===== config.mk =====
export PLATFORM = sky130hd
export DESIGN_NAME = alu_operand_issue_flat
export DESIGN_NICKNAME = d
export VERILOG_FILES = /design/src/rtl/alu_operand_issue_if.sv /design/src/rtl/alu_operand_issue.sv /design/src/flat_wrapper.sv
export SDC_FILE = /design/constraint.sdc
export NUM_CORES = 1
export LEC_CHECK = 0
export ABC_CLOCK_PERIOD_IN_PS = 3100
export CAP_MARGIN = 5
export CORE_ASPECT_RATIO = 1.4
export CORE_MARGIN = 4
export CORE_UTILIZATION = 43
export CTS_BUF_LIST = sky130_fd_sc_hd__clkbuf_8
export CTS_CLUSTER_DIAMETER = 40
export DETAILED_ROUTE_END_ITERATION = 7
export GPL_TIMING_DRIVEN = 0
export PLACE_DENSITY = 0.79
export SETUP_SLACK_MARGIN = 0.4
export SYNTH_ARGS = -nofsm -noshare
export SYNTH_HDL_FRONTEND = slang
export SYNTH_SLANG_ARGS = --single-unit

===== constraint.sdc =====
create_clock -name clk -period 3.1 [get_ports clk]
set_input_delay 0.93 -clock clk [delete_from_list [all_inputs] [get_ports clk]]
set_output_delay 0.93 -clock clk [all_outputs]
set_load 0.02 [all_outputs]

===== src/rtl/alu_operand_issue_if.sv =====
// ID/EX issue bundle: decoded ID fields, forwarding sources and EX-side ALU operands.
interface alu_operand_issue_if #(
    parameter int XLEN    = 32,
    parameter int RADDR_W = 5
);
    logic               hold;
    logic               flush;
    logic               id_valid;
    logic [3:0]         id_ALUCode;
    logic               id_ALUSrcA;
    logic               id_ALUSrcB;
    logic               id_useRs1;
    logic               id_useRs2;
    logic [RADDR_W-1:0] id_rs1Addr;
    logic [RADDR_W-1:0] id_rs2Addr;
    logic [RADDR_W-1:0] id_rdAddr;
    logic [XLEN-1:0]    id_rs1Data;
    logic [XLEN-1:0]    id_rs2Data;
    logic [XLEN-1:0]    id_imm;
    logic [XLEN-1:0]    id_pc;
    logic               id_RegWrite;
    logic               id_MemRead;
    logic               id_MemWrite;
    logic               exmem_RegWrite;
    logic [RADDR_W-1:0] exmem_rdAddr;
    logic [XLEN-1:0]    exmem_ALUResult;
    logic               memwb_RegWrite;
    logic [RADDR_W-1:0] memwb_rdAddr;
    logic [XLEN-1:0]    memwb_WriteData;

    logic               id_stall;
    logic [3:0]         ALUCode;
    logic [XLEN-1:0]    A;
    logic [XLEN-1:0]    B;
    logic [XLEN-1:0]    ex_StoreData;
    logic               ex_valid;
    logic               ex_RegWrite;
    logic               ex_MemRead;
    logic               ex_MemWrite;
    logic [RADDR_W-1:0] ex_rdAddr;
    logic [15:0]        bubble_cnt;

    modport master (
        output hold, flush, id_valid, id_ALUCode, id_ALUSrcA, id_ALUSrcB,
               id_useRs1, id_useRs2, id_rs1Addr, id_rs2Addr, id_rdAddr,
               id_rs1Data, id_rs2Data, id_imm, id_pc,
               id_RegWrite, id_MemRead, id_MemWrite,
               exmem_RegWrite, exmem_rdAddr, exmem_ALUResult,
               memwb_RegWrite, memwb_rdAddr, memwb_WriteData,
        input  id_stall, ALUCode, A, B, ex_StoreData, ex_valid,
               ex_RegWrite, ex_MemRead, ex_MemWrite, ex_rdAddr, bubble_cnt
    );

    modport slave (
        input  hold, flush, id_valid, id_ALUCode, id_ALUSrcA, id_ALUSrcB,
               id_useRs1, id_useRs2, id_rs1Addr, id_rs2Addr, id_rdAddr,
               id_rs1Data, id_rs2Data, id_imm, id_pc,
               id_RegWrite, id_MemRead, id_MemWrite,
               exmem_RegWrite, exmem_rdAddr, exmem_ALUResult,
               memwb_RegWrite, memwb_rdAddr, memwb_WriteData,
        output id_stall, ALUCode, A, B, ex_StoreData, ex_valid,
               ex_RegWrite, ex_MemRead, ex_MemWrite, ex_rdAddr, bubble_cnt
    );
endinterface


===== src/rtl/alu_operand_issue.sv =====
// ID/EX stage register with EX/MEM + MEM/WB operand forwarding and load-use bubbling.
// Optional load-use bubble counter enabled by defining ALU_ISSUE_BUBBLE_CNT_EN.
module alu_operand_issue #(
    parameter int XLEN    = 32,
    parameter int RADDR_W = 5
) (
    input  logic                 clk,
    input  logic                 rst_n,
    alu_operand_issue_if.slave   bus
);
    typedef struct packed {
        logic               valid;
        logic [3:0]         alu_code;
        logic               src_a;
        logic               src_b;
        logic [RADDR_W-1:0] rs1_addr;
        logic [RADDR_W-1:0] rs2_addr;
        logic [RADDR_W-1:0] rd_addr;
        logic [XLEN-1:0]    rs1_data;
        logic [XLEN-1:0]    rs2_data;
        logic [XLEN-1:0]    imm;
        logic [XLEN-1:0]    pc;
        logic               reg_write;
        logic               mem_read;
        logic               mem_write;
    } stage_t;

    stage_t stage_reg;
    stage_t stage_next;
    logic   rs1_hit;
    logic   rs2_hit;
    logic   lu;

    assign rs1_hit = bus.id_useRs1 && (bus.id_rs1Addr == stage_reg.rd_addr);
    assign rs2_hit = bus.id_useRs2 && (bus.id_rs2Addr == stage_reg.rd_addr);
    assign lu      = bus.id_valid && stage_reg.valid && stage_reg.mem_read &&
                     (stage_reg.rd_addr != '0) && (rs1_hit || rs2_hit);
    assign bus.id_stall = lu && !bus.flush;

    // A bubble zeroes every field so its operands resolve to 0 through x0.
    always_comb begin
        stage_next = stage_reg;
        if (bus.flush) begin
            stage_next = '0;
        end else if (bus.hold) begin
            stage_next = stage_reg;
        end else if (lu || !bus.id_valid) begin
            stage_next = '0;
        end else begin
            stage_next.valid     = 1'b1;
            stage_next.alu_code  = bus.id_ALUCode;
            stage_next.src_a     = bus.id_ALUSrcA;
            stage_next.src_b     = bus.id_ALUSrcB;
            stage_next.rs1_addr  = bus.id_rs1Addr;
            stage_next.rs2_addr  = bus.id_rs2Addr;
            stage_next.rd_addr   = bus.id_rdAddr;
            stage_next.rs1_data  = bus.id_rs1Data;
            stage_next.rs2_data  = bus.id_rs2Data;
            stage_next.imm       = bus.id_imm;
            stage_next.pc        = bus.id_pc;
            stage_next.reg_write = bus.id_RegWrite;
            stage_next.mem_read  = bus.id_MemRead;
            stage_next.mem_write = bus.id_MemWrite;
        end
    end

    always_ff @(posedge clk or negedge rst_n) begin
        if (!rst_n) begin
            stage_reg <= '0;
        end else begin
            stage_reg <= stage_next;
        end
    end

    logic [1:0][RADDR_W-1:0] src_addr;
    logic [1:0][XLEN-1:0]    src_data;
    logic [1:0][XLEN-1:0]    fwd;

    assign src_addr[0] = stage_reg.rs1_addr;
    assign src_addr[1] = stage_reg.rs2_addr;
    assign src_data[0] = stage_reg.rs1_data;
    assign src_data[1] = stage_reg.rs2_data;

    // EX/MEM is checked first since it holds the younger producer.
    generate
        for (genvar gi = 0; gi < 2; gi++) begin : g_fwd
            assign fwd[gi] =
                (src_addr[gi] == '0) ? '0 :
                (bus.exmem_RegWrite && (bus.exmem_rdAddr == src_addr[gi])) ? bus.exmem_ALUResult :
                (bus.memwb_RegWrite && (bus.memwb_rdAddr == src_addr[gi])) ? bus.memwb_WriteData :
                src_data[gi];
        end
    endgenerate

    assign bus.ALUCode      = stage_reg.alu_code;
    assign bus.A            = stage_reg.src_a ? stage_reg.pc  : fwd[0];
    assign bus.B            = stage_reg.src_b ? stage_reg.imm : fwd[1];
    assign bus.ex_StoreData = fwd[1];
    assign bus.ex_valid     = stage_reg.valid;
    assign bus.ex_RegWrite  = stage_reg.reg_write;
    assign bus.ex_MemRead   = stage_reg.mem_read;
    assign bus.ex_MemWrite  = stage_reg.mem_write;
    assign bus.ex_rdAddr    = stage_reg.rd_addr;

`ifdef ALU_ISSUE_BUBBLE_CNT_EN
    logic [15:0] bubble_cnt_reg;
    logic [15:0] bubble_cnt_next;

    always_comb begin
        bubble_cnt_next = bubble_cnt_reg;
        if (lu && !bus.flush && !bus.hold && (bubble_cnt_reg != 16'hFFFF)) begin
            bubble_cnt_next = bubble_cnt_reg + 16'd1;
        end
    end

    always_ff @(posedge clk or negedge rst_n) begin
        if (!rst_n) begin
            bubble_cnt_reg <= '0;
        end else begin
            bubble_cnt_reg <= bubble_cnt_next;
        end
    end

    assign bus.bubble_cnt = bubble_cnt_reg;
`else
    assign bus.bubble_cnt = '0;
`endif

endmodule


===== src/flat_wrapper.sv =====
// flat-port wrapper written by rule: the top's interface ports become plain ports
module alu_operand_issue_flat 
#(
    parameter int XLEN    = 32,
    parameter int RADDR_W = 5
)
  (clk, rst_n, bus_hold, bus_flush, bus_id_valid, bus_id_ALUCode, bus_id_ALUSrcA, bus_id_ALUSrcB, bus_id_useRs1, bus_id_useRs2, bus_id_rs1Addr, bus_id_rs2Addr, bus_id_rdAddr, bus_id_rs1Data, bus_id_rs2Data, bus_id_imm, bus_id_pc, bus_id_RegWrite, bus_id_MemRead, bus_id_MemWrite, bus_exmem_RegWrite, bus_exmem_rdAddr, bus_exmem_ALUResult, bus_memwb_RegWrite, bus_memwb_rdAddr, bus_memwb_WriteData, bus_id_stall, bus_ALUCode, bus_A, bus_B, bus_ex_StoreData, bus_ex_valid, bus_ex_RegWrite, bus_ex_MemRead, bus_ex_MemWrite, bus_ex_rdAddr, bus_bubble_cnt);
  alu_operand_issue_if #(.XLEN(XLEN), .RADDR_W(RADDR_W)) bus_i ();
  input  logic clk;
  input  logic rst_n;
  input wire logic [$bits(bus_i.hold)-1:0] bus_hold;
  input wire logic [$bits(bus_i.flush)-1:0] bus_flush;
  input wire logic [$bits(bus_i.id_valid)-1:0] bus_id_valid;
  input wire logic [$bits(bus_i.id_ALUCode)-1:0] bus_id_ALUCode;
  input wire logic [$bits(bus_i.id_ALUSrcA)-1:0] bus_id_ALUSrcA;
  input wire logic [$bits(bus_i.id_ALUSrcB)-1:0] bus_id_ALUSrcB;
  input wire logic [$bits(bus_i.id_useRs1)-1:0] bus_id_useRs1;
  input wire logic [$bits(bus_i.id_useRs2)-1:0] bus_id_useRs2;
  input wire logic [$bits(bus_i.id_rs1Addr)-1:0] bus_id_rs1Addr;
  input wire logic [$bits(bus_i.id_rs2Addr)-1:0] bus_id_rs2Addr;
  input wire logic [$bits(bus_i.id_rdAddr)-1:0] bus_id_rdAddr;
  input wire logic [$bits(bus_i.id_rs1Data)-1:0] bus_id_rs1Data;
  input wire logic [$bits(bus_i.id_rs2Data)-1:0] bus_id_rs2Data;
  input wire logic [$bits(bus_i.id_imm)-1:0] bus_id_imm;
  input wire logic [$bits(bus_i.id_pc)-1:0] bus_id_pc;
  input wire logic [$bits(bus_i.id_RegWrite)-1:0] bus_id_RegWrite;
  input wire logic [$bits(bus_i.id_MemRead)-1:0] bus_id_MemRead;
  input wire logic [$bits(bus_i.id_MemWrite)-1:0] bus_id_MemWrite;
  input wire logic [$bits(bus_i.exmem_RegWrite)-1:0] bus_exmem_RegWrite;
  input wire logic [$bits(bus_i.exmem_rdAddr)-1:0] bus_exmem_rdAddr;
  input wire logic [$bits(bus_i.exmem_ALUResult)-1:0] bus_exmem_ALUResult;
  input wire logic [$bits(bus_i.memwb_RegWrite)-1:0] bus_memwb_RegWrite;
  input wire logic [$bits(bus_i.memwb_rdAddr)-1:0] bus_memwb_rdAddr;
  input wire logic [$bits(bus_i.memwb_WriteData)-1:0] bus_memwb_WriteData;
  output wire logic [$bits(bus_i.id_stall)-1:0] bus_id_stall;
  output wire logic [$bits(bus_i.ALUCode)-1:0] bus_ALUCode;
  output wire logic [$bits(bus_i.A)-1:0] bus_A;
  output wire logic [$bits(bus_i.B)-1:0] bus_B;
  output wire logic [$bits(bus_i.ex_StoreData)-1:0] bus_ex_StoreData;
  output wire logic [$bits(bus_i.ex_valid)-1:0] bus_ex_valid;
  output wire logic [$bits(bus_i.ex_RegWrite)-1:0] bus_ex_RegWrite;
  output wire logic [$bits(bus_i.ex_MemRead)-1:0] bus_ex_MemRead;
  output wire logic [$bits(bus_i.ex_MemWrite)-1:0] bus_ex_MemWrite;
  output wire logic [$bits(bus_i.ex_rdAddr)-1:0] bus_ex_rdAddr;
  output wire logic [$bits(bus_i.bubble_cnt)-1:0] bus_bubble_cnt;
  assign bus_i.hold = bus_hold;
  assign bus_i.flush = bus_flush;
  assign bus_i.id_valid = bus_id_valid;
  assign bus_i.id_ALUCode = bus_id_ALUCode;
  assign bus_i.id_ALUSrcA = bus_id_ALUSrcA;
  assign bus_i.id_ALUSrcB = bus_id_ALUSrcB;
  assign bus_i.id_useRs1 = bus_id_useRs1;
  assign bus_i.id_useRs2 = bus_id_useRs2;
  assign bus_i.id_rs1Addr = bus_id_rs1Addr;
  assign bus_i.id_rs2Addr = bus_id_rs2Addr;
  assign bus_i.id_rdAddr = bus_id_rdAddr;
  assign bus_i.id_rs1Data = bus_id_rs1Data;
  assign bus_i.id_rs2Data = bus_id_rs2Data;
  assign bus_i.id_imm = bus_id_imm;
  assign bus_i.id_pc = bus_id_pc;
  assign bus_i.id_RegWrite = bus_id_RegWrite;
  assign bus_i.id_MemRead = bus_id_MemRead;
  assign bus_i.id_MemWrite = bus_id_MemWrite;
  assign bus_i.exmem_RegWrite = bus_exmem_RegWrite;
  assign bus_i.exmem_rdAddr = bus_exmem_rdAddr;
  assign bus_i.exmem_ALUResult = bus_exmem_ALUResult;
  assign bus_i.memwb_RegWrite = bus_memwb_RegWrite;
  assign bus_i.memwb_rdAddr = bus_memwb_rdAddr;
  assign bus_i.memwb_WriteData = bus_memwb_WriteData;
  assign bus_id_stall = bus_i.id_stall;
  assign bus_ALUCode = bus_i.ALUCode;
  assign bus_A = bus_i.A;
  assign bus_B = bus_i.B;
  assign bus_ex_StoreData = bus_i.ex_StoreData;
  assign bus_ex_valid = bus_i.ex_valid;
  assign bus_ex_RegWrite = bus_i.ex_RegWrite;
  assign bus_ex_MemRead = bus_i.ex_MemRead;
  assign bus_ex_MemWrite = bus_i.ex_MemWrite;
  assign bus_ex_rdAddr = bus_i.ex_rdAddr;
  assign bus_bubble_cnt = bus_i.bubble_cnt;
  alu_operand_issue #(.XLEN(XLEN), .RADDR_W(RADDR_W)) u_core (.clk(clk), .rst_n(rst_n), .bus(bus_i));
endmodule

==> run_1/wires.png <==
Only two layers are drawn.
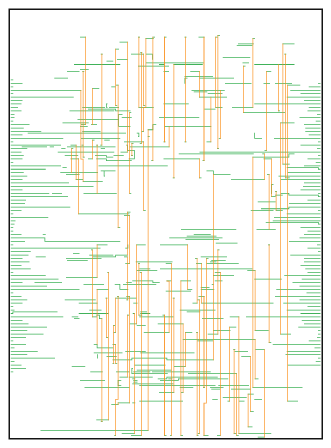
metal 4 -> orange  # wire length 3,090 um
metal 3 -> green  # wire length 3,520 um

==> run_1/io_fan.png <==
Bar = 20 um.
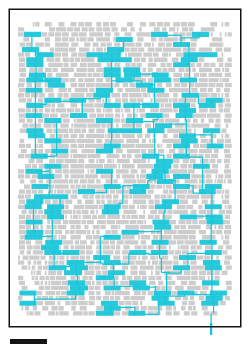
rst_n -> cyan  # bits 1, direction input, edge bottom, end cells 153, buffers 2, wire 1,160 um
I/O Pins: 361
I/O Buffers: 344

==> run_results.csv, run 1 <==
group,metric,value,unit
clock_network,root_buffer,"clkbuf_8",
logic_synthesis,synth_warnings,0,
worst_hold_path,hold_class,"reg2reg",
pwr,switching_power,1610,uW
clock_network,cts_tree,"built",
pwr,p_int,3470,uW
logic_synthesis,yosys-stat-area,8010,um^2
outcome,outcome,"finished, violations left",
timing,whs,504,ps
timing,worstMarginPinSlew,785,ps
pwr,power.leakage,0.00649,uW
detailed_routing,wl_per_cell,27.7,um
clock_network,clkSlewWorstSetupHoldPaths,80,ps
detailed_routing,first_pass_iters,7,
setup_path,startpoint_type,"input pin",
timing,fin_crit_sh,1.15,
setup_path,crit_buf_inv,5,
setup_path,crit_type,"in2out",
logic_synthesis,avgSynthCellArea,10.6,um^2
final_layout,drive_gt1_frac,0.449,
pwr,sw_frac_of_total,0.317,
logic_synthesis,top_logic_kind,"AND-OR/OR-AND gates",
detailed_routing,ant_nets,0,
global_route,grt_pass1_wl,55.9,mm
outcome,violations,"negative setup slack",
clock_network,insertion_delay,470,ps
setup_path,path_delay_family,"buffers and inverters",
timing,max_freq,280,MHz
timing,finalSetupViolations,96,
final_layout,regArea,3840,um^2
place,dp_hpwl,26.5,mm
timing,layout_min_cycle_time,3580,ps
final_layout,areaGrowthSynthToFinish,93.5,%
logic_synthesis,synthAdderAreaFrac,0,
final_layout,largest_register_ffs,66,
job,warnings,29,
detailed_routing,detail_route.iter0.violations,863,
setup_path,cpMostUsedCell,"buf_4",
setup_path,timing.critical_path.required,2170,ps
logic_synthesis,xor_share,0.0328,
floorplan,initCoreUtil,0.441,
worst_hold_path,hold_start,"u_core.src_data[23]$_DFFE_PN0P_",
clock_network,post-cts-setup-buffer-count,32,
logic_synthesis,ys_cells,759,
timing,final.setup.tns,-37130,ps
logic_synthesis,compound_area_frac,0.283,
timing,worst_slack,-476,ps
timing,drv_slew,0,
==> run_1/flops_by_reg.png <==
Other sequential cells in the stronger grey, the rest of the logic in the fainter grey.
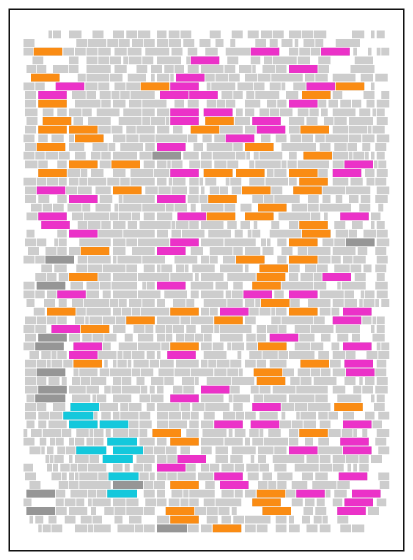
u_core.stage_reg -> magenta  # sequential cells 66, where spread over the die
u_core.src_data -> orange  # sequential cells 64, where spread over the die
u_core.src_addr -> cyan  # sequential cells 10, where lower left
not coloured = 13

run 1: power groups by stage:
stage	clock network (uW)	registers, uW	logic [uW]
after floorplan	0	2150	568
after global placement	0	2170	1160
after detailed placement	0	2170	1180
after CTS	1470	2140	1360
after global routing	1570	2160	1500
final	1480	2150	1440
run 1: routing by layer:
layer / part of all wire / GRT usage / up-vias
met5: 0 / 0 / -
met4: 0.076 / 0.222 / 0
met3: 0.087 / 0.0897 / 196
met2: 0.51 / 0.614 / 687
met1: 0.33 / 0.400 / 4416
li1: - / - / 3736
run 1: final timing paths:
check	end	depth (start not counted)
min in group asynchronous	u_core.stage_reg[9]$_DFFE_PN0P_	1
hold reg to reg	u_core.src_data[23]$_DFFE_PN0P_	1
max in group asynchronous	u_core.src_data[56]$_DFFE_PN0P_	2
setup / recovery	bus_ex_StoreData[1]	10
hold / removal	u_core.src_data[23]$_DFFE_PN0P_	1
setup reg to reg	u_core.stage_reg[54]$_DFFE_PN0P_	7
run 1: placed cells by master, fill, tap and decap left out, drive strengths merged, types with 33 or more instances in the layout:
cell type      instances
nand2                 41
a22o                 152
and3                  33
nor3                  34
clkbuf                57
dfrtp                153
clkdlybuf4s50        221
nor2                  38
buf                  242
run 1: area by class of cell:
type / instances / area share
antenna: 12 / 0.00194
sequential: 153 / 0.248
timing repair buffer: 407 / 0.281
tap: 240 / 0.0194
clock buffer: 19 / 0.0169
buffer: 99 / 0.0627
clock inverter: 13 / 0.00670
multi-input combinational: 522 / 0.364
run 1: cell families (layout without fill, tap and decap cells):
group                     after synthesis  in the layout
AOI/OAI and AO/OA                     285            285
other                                   1             28
and+or+nand+nor                       159            159
xor gates and xnor gates               30             30
DFF                                   153            153
buffers and inverters                  99            538
muxes                                  32             32
==> run_1/layer_met2.png <==
Bar = 20 um.
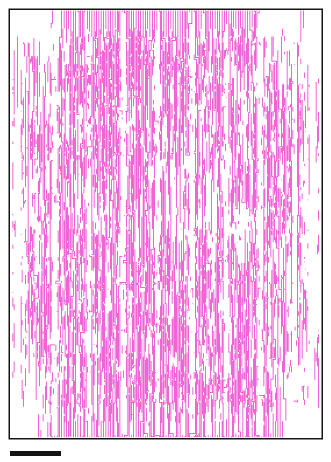

==> inputs of run 2 (changes only) <==
Settings changed: CELL_PAD_IN_SITES_DETAIL_PLACEMENT set to 2, CELL_PAD_IN_SITES_GLOBAL_PLACEMENT set to 2, CORE_UTILIZATION 43 to 25.
==> run_2/layer_met2.png <==
Bar = 50 um.
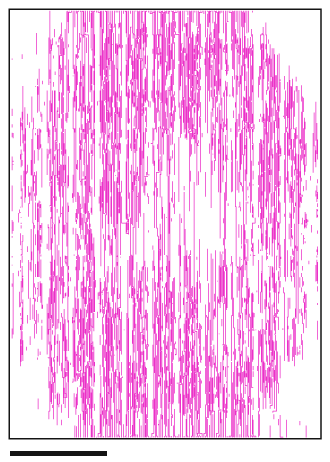
main direction = vertical
longest straight run = 99.4 um

==> run_2/io_fan.png <==
Bar = 50 um.
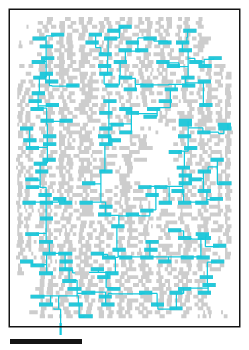
rst_n -> cyan  # bits 1, direction input, edge bottom, end cells 153, buffers 2, wire 1,510 um

==> run_2/flops_by_reg.png <==
Other sequential cells in the stronger grey, the rest of the logic in the fainter grey.
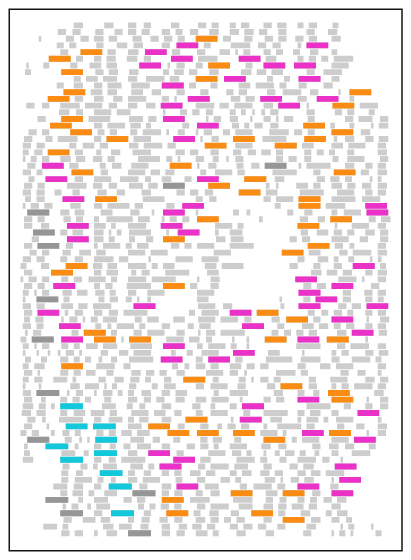
u_core.src_addr -> cyan  # sequential cells 10, where lower left
u_core.src_data -> orange  # sequential cells 64, where spread over the die
u_core.stage_reg -> magenta  # sequential cells 66, where spread over the die
not coloured = 13

==> run_results.csv, run 2 <==
group,metric,value,unit
logic_synthesis,ys_cells,759,
setup_path,timing.critical_path.required,2170,ps
detailed_routing,first_pass_iters,4,
outcome,violations,"negative setup slack",
place,dp_hpwl,33.1,mm
global_route,grt_use_met3,0.0627,
floorplan,ios,361,
place,io_buffers,344,
detailed_routing,detail_route.iter0.violations,423,
timing,finalSetupViolations,96,
final_layout,layout_top_cell,"clkdlybuf4s50_1",
logic_synthesis,compound_area_frac,0.283,
clock_network,root_buffer,"clkbuf_8",
setup_path,startpoint_type,"input pin",
logic_synthesis,yosys-stat-area,8010,um^2
pwr,p_clk,1550,uW
worst_hold_path,hold_class,"in2async",
pwr,powerSeq,2150,uW
timing,layout_min_cycle_time,3610,ps
pwr,power.leakage,0.00661,uW
detailed_routing,wl_met1,17.7,mm
detailed_routing,wl_met2,27.4,mm
timing,worst_slack,-508,ps
outcome,outcome,"finished, violations left",
pwr,p_int,3550,uW
job,warnings,29,
timing,drv_slew,0,
logic_synthesis,top_logic_kind,"AND-OR/OR-AND gates",
clock_network,insertion_delay,510,ps
final_layout,drive_gt1_frac,0.456,
pwr,switching_power,1670,uW
floorplan,initCoreUtil,0.253,
detailed_routing,ant_nets,0,
logic_synthesis,xor_share,0.0328,
-- run 2: cell counts after synthesis --
No cell type changed its count.
-- run 2: worst paths after layout --
| check | from | to | slack (ps) | depth (start not counted) |
|---|---|---|---|---|
| max in group asynchronous | rst_n | u_core.stage_reg[25]$_DFFE_PN0P_ | 1830 | 2 |
| hold reg to reg | u_core.src_data[25]$_DFFE_PN0P_ | u_core.src_data[25]$_DFFE_PN0P_ | 510 | 1 |
| setup / recovery | bus_memwb_rdAddr[0] | bus_A[17] | -510 | 10 |
| min in group clk | u_core.src_data[25]$_DFFE_PN0P_ | u_core.src_data[25]$_DFFE_PN0P_ | 510 | 1 |
| hold / removal | rst_n | u_core.bus.ex_rdAddr[0]$_DFFE_PN0P_ | 350 | 1 |
| setup reg to reg | u_core.bus.ex_rdAddr[2]$_DFFE_PN0P_ | u_core.stage_reg[52]$_DFFE_PN0P_ | 480 | 7 |
-- run 2: worst max-delay path, stage by stage --
cell     delay [ps]
buf_8           100
xor2_2          160
nor4_2          310
and3_1          260
buf_8           150
buf_12          130
buf_12          140
mux2i_4         250
o21ai_2          90
buf_6           140
-- run 2: layout make-up --
| class | instances | area, um^2 | area share |
|---|---|---|---|
| diodes | 14 | 35.0 | 0.00221 |
| plain buffers | 99 | 992 | 0.0627 |
| clock buffers | 18 | 248 | 0.0157 |
| clock inverters | 11 | 109 | 0.00688 |
| multi-input cells | 522 | 5690 | 0.360 |
| flip-flops and latches | 153 | 3840 | 0.243 |
| well taps | 395 | 494 | 0.0312 |
| repair buffers | 407 | 4410 | 0.279 |
-- run 2: timing repair --
item                                   CTS  global route
hold buffers                             0             0
resized                                757           199
setup endpoints to repair              168           180
buffers inserted                        35            12
cloned                                  10             5
endpoints found under the hold margin    0             0
pin swaps                               64            51
==> run_2/placement.png <==
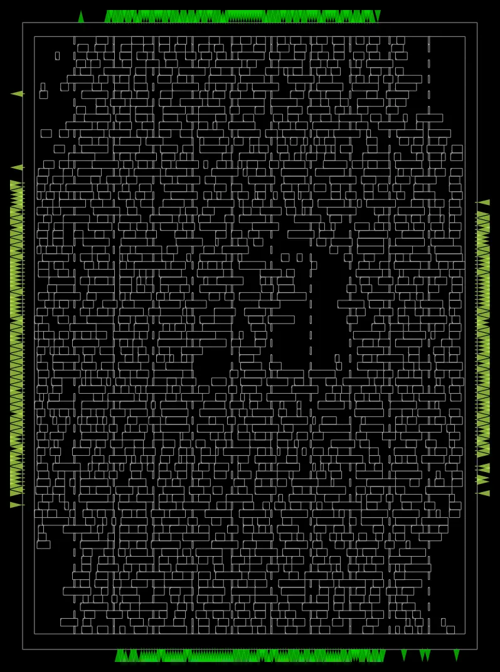

==> inputs of run 3 (changes only) <==
Settings changed: ABC_CLOCK_PERIOD_IN_PS 3100 to 3500, CAP_MARGIN 5 to 0.
Clock period 3.1 ns to 3.5 ns, I/O delays scaled along.
==> run_3/placement.png <==
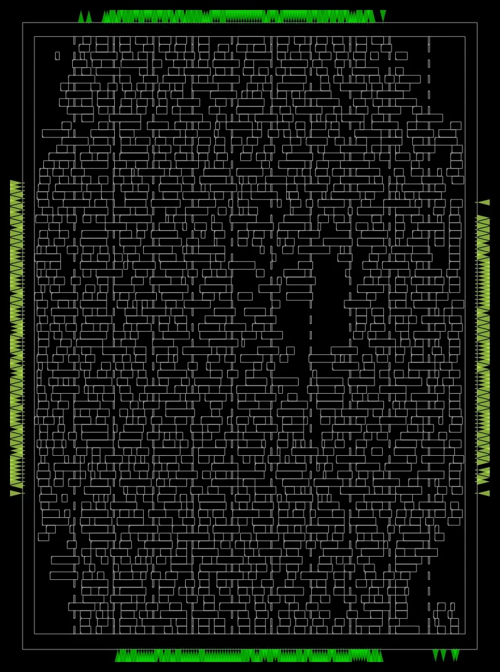
Non-Filler Instances: 1,630
Core ar.: 31,600 um^2
flop count: 153
TAP cells: 395

==> run_3/layer_met2.png <==
Bar = 50 um.
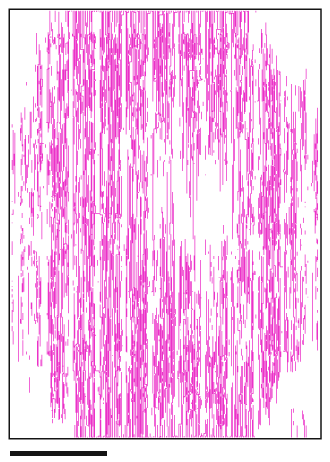
nets with wire on the layer = 1,408
wire length on this layer = 28.0 mm

==> run_3/flops_by_reg.png <==
Other sequential cells in the stronger grey, the rest of the logic in the fainter grey.
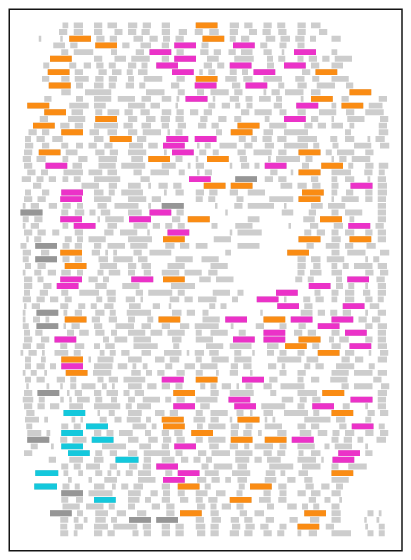
u_core.stage_reg -> magenta  # sequential cells 66, where spread over the die
u_core.src_data -> orange  # sequential cells 64, where spread over the die
u_core.src_addr -> cyan  # sequential cells 10, where lower left

==> run_results.csv, run 3 <==
group,metric,value,unit
setup_path,cpMostUsedCell,"buf_12",
setup_path,critPathSlowestCell,"nor4_2",
setup_path,path_delay_family,"buffers and inverters",
worst_hold_path,hold_class,"in2async",
detailed_routing,first_pass_iters,5,
timing,worst_slack,-364,ps
pwr,p_int,3490,uW
pwr,p_clk,1770,uW
pwr,power.leakage,0.00667,uW
global_route,grt_use_met3,0.0526,
pwr,switching_power,1560,uW
timing,finalSetupViolations,96,
timing,layout_min_cycle_time,3860,ps
final_layout,layout_top_cell,"clkdlybuf4s50_1",
clock_network,root_buffer,"clkbuf_8",
detailed_routing,ant_nets,0,
job,warnings,29,
outcome,outcome,"finished, violations left",
place,dp_hpwl,33.8,mm
setup_path,crit_buf_inv,5,
detailed_routing,detail_route.iter0.violations,404,
logic_synthesis,ys_cells,759,
setup_path,critPathMaxStageDelay,280,ps
clock_network,cts_resized,852,
outcome,violations,"negative setup slack",
setup_path,path_cells,"buf_8 > xor2_2 > nor4_2 > and3_1 > buf_12 > buf_12 > buf_16 > mux2i_1 > o21ai_2 > buf_6",
setup_path,startpoint_type,"input pin",
place,io_buffers,344,
floorplan,initCoreUtil,0.253,
final_layout,drive_gt1_frac,0.445,
setup_path,timing.critical_path.required,2450,ps
logic_synthesis,yosys-stat-area,8010,um^2
clock_network,hold_buffers,0,
pwr,powerSeq,1910,uW
run 3: cell counts after synthesis:
No cell type changed its count.
run 3: cell families after synthesis:
family | after synthesis | synth area share
muxes | 32 | 0.0400
DFF | 153 | 0.478
xor gates and xnor gates | 30 | 0.0328
buffers and inverters | 99 | 0.0701
and+or+nand+nor | 159 | 0.0958
other | 1 | 0.000468
AOI/OAI and AO/OA | 285 | 0.283
run 3: worst paths after layout:
check                                               startpoint                                   to  slack [ps]  depth (start not counted)
setup / recovery                           bus_memwb_rdAddr[3]                            bus_A[10]        -360                         10
hold / removal                                           rst_n  u_core.bus.ex_rdAddr[0]$_DFFE_PN0P_         500                          1
setup reg to reg           u_core.bus.ex_rdAddr[2]$_DFFE_PN0P_     u_core.stage_reg[51]$_DFFE_PN0P_         860                          7
hold reg to reg               u_core.stage_reg[60]$_DFFE_PN0P_     u_core.stage_reg[60]$_DFFE_PN0P_         510                          1
max in group asynchronous                                rst_n      u_core.src_data[48]$_DFFE_PN0P_        2160                          2
min in group clk              u_core.stage_reg[60]$_DFFE_PN0P_     u_core.stage_reg[60]$_DFFE_PN0P_         510                          1
run 3: cell type report:
type                       instances  area (um^2)  share of cell area
timing repair buffer             415         4580               0.285
clock inverter                    13          240              0.0149
multi-input combinational        522         5670               0.352
antenna                           14         35.0             0.00218
sequential                       153         3830               0.238
buffer                            99          985              0.0612
clock buffer                      19          262              0.0162
tap                              395          494              0.0307
run 3: through the flow:
step           hold slack [ps]  total power (uW)  worst slack, ps
2_1_floorplan              465              2410              236
3_3_place_gp               481              2990            -5430
3_5_place_dp               482              3020            -1490
4_1_cts                    501              4990             -324
5_1_grt                    520              5220             -460
6_report                   502              5050             -364
Power and IR drop assume default switching activity.
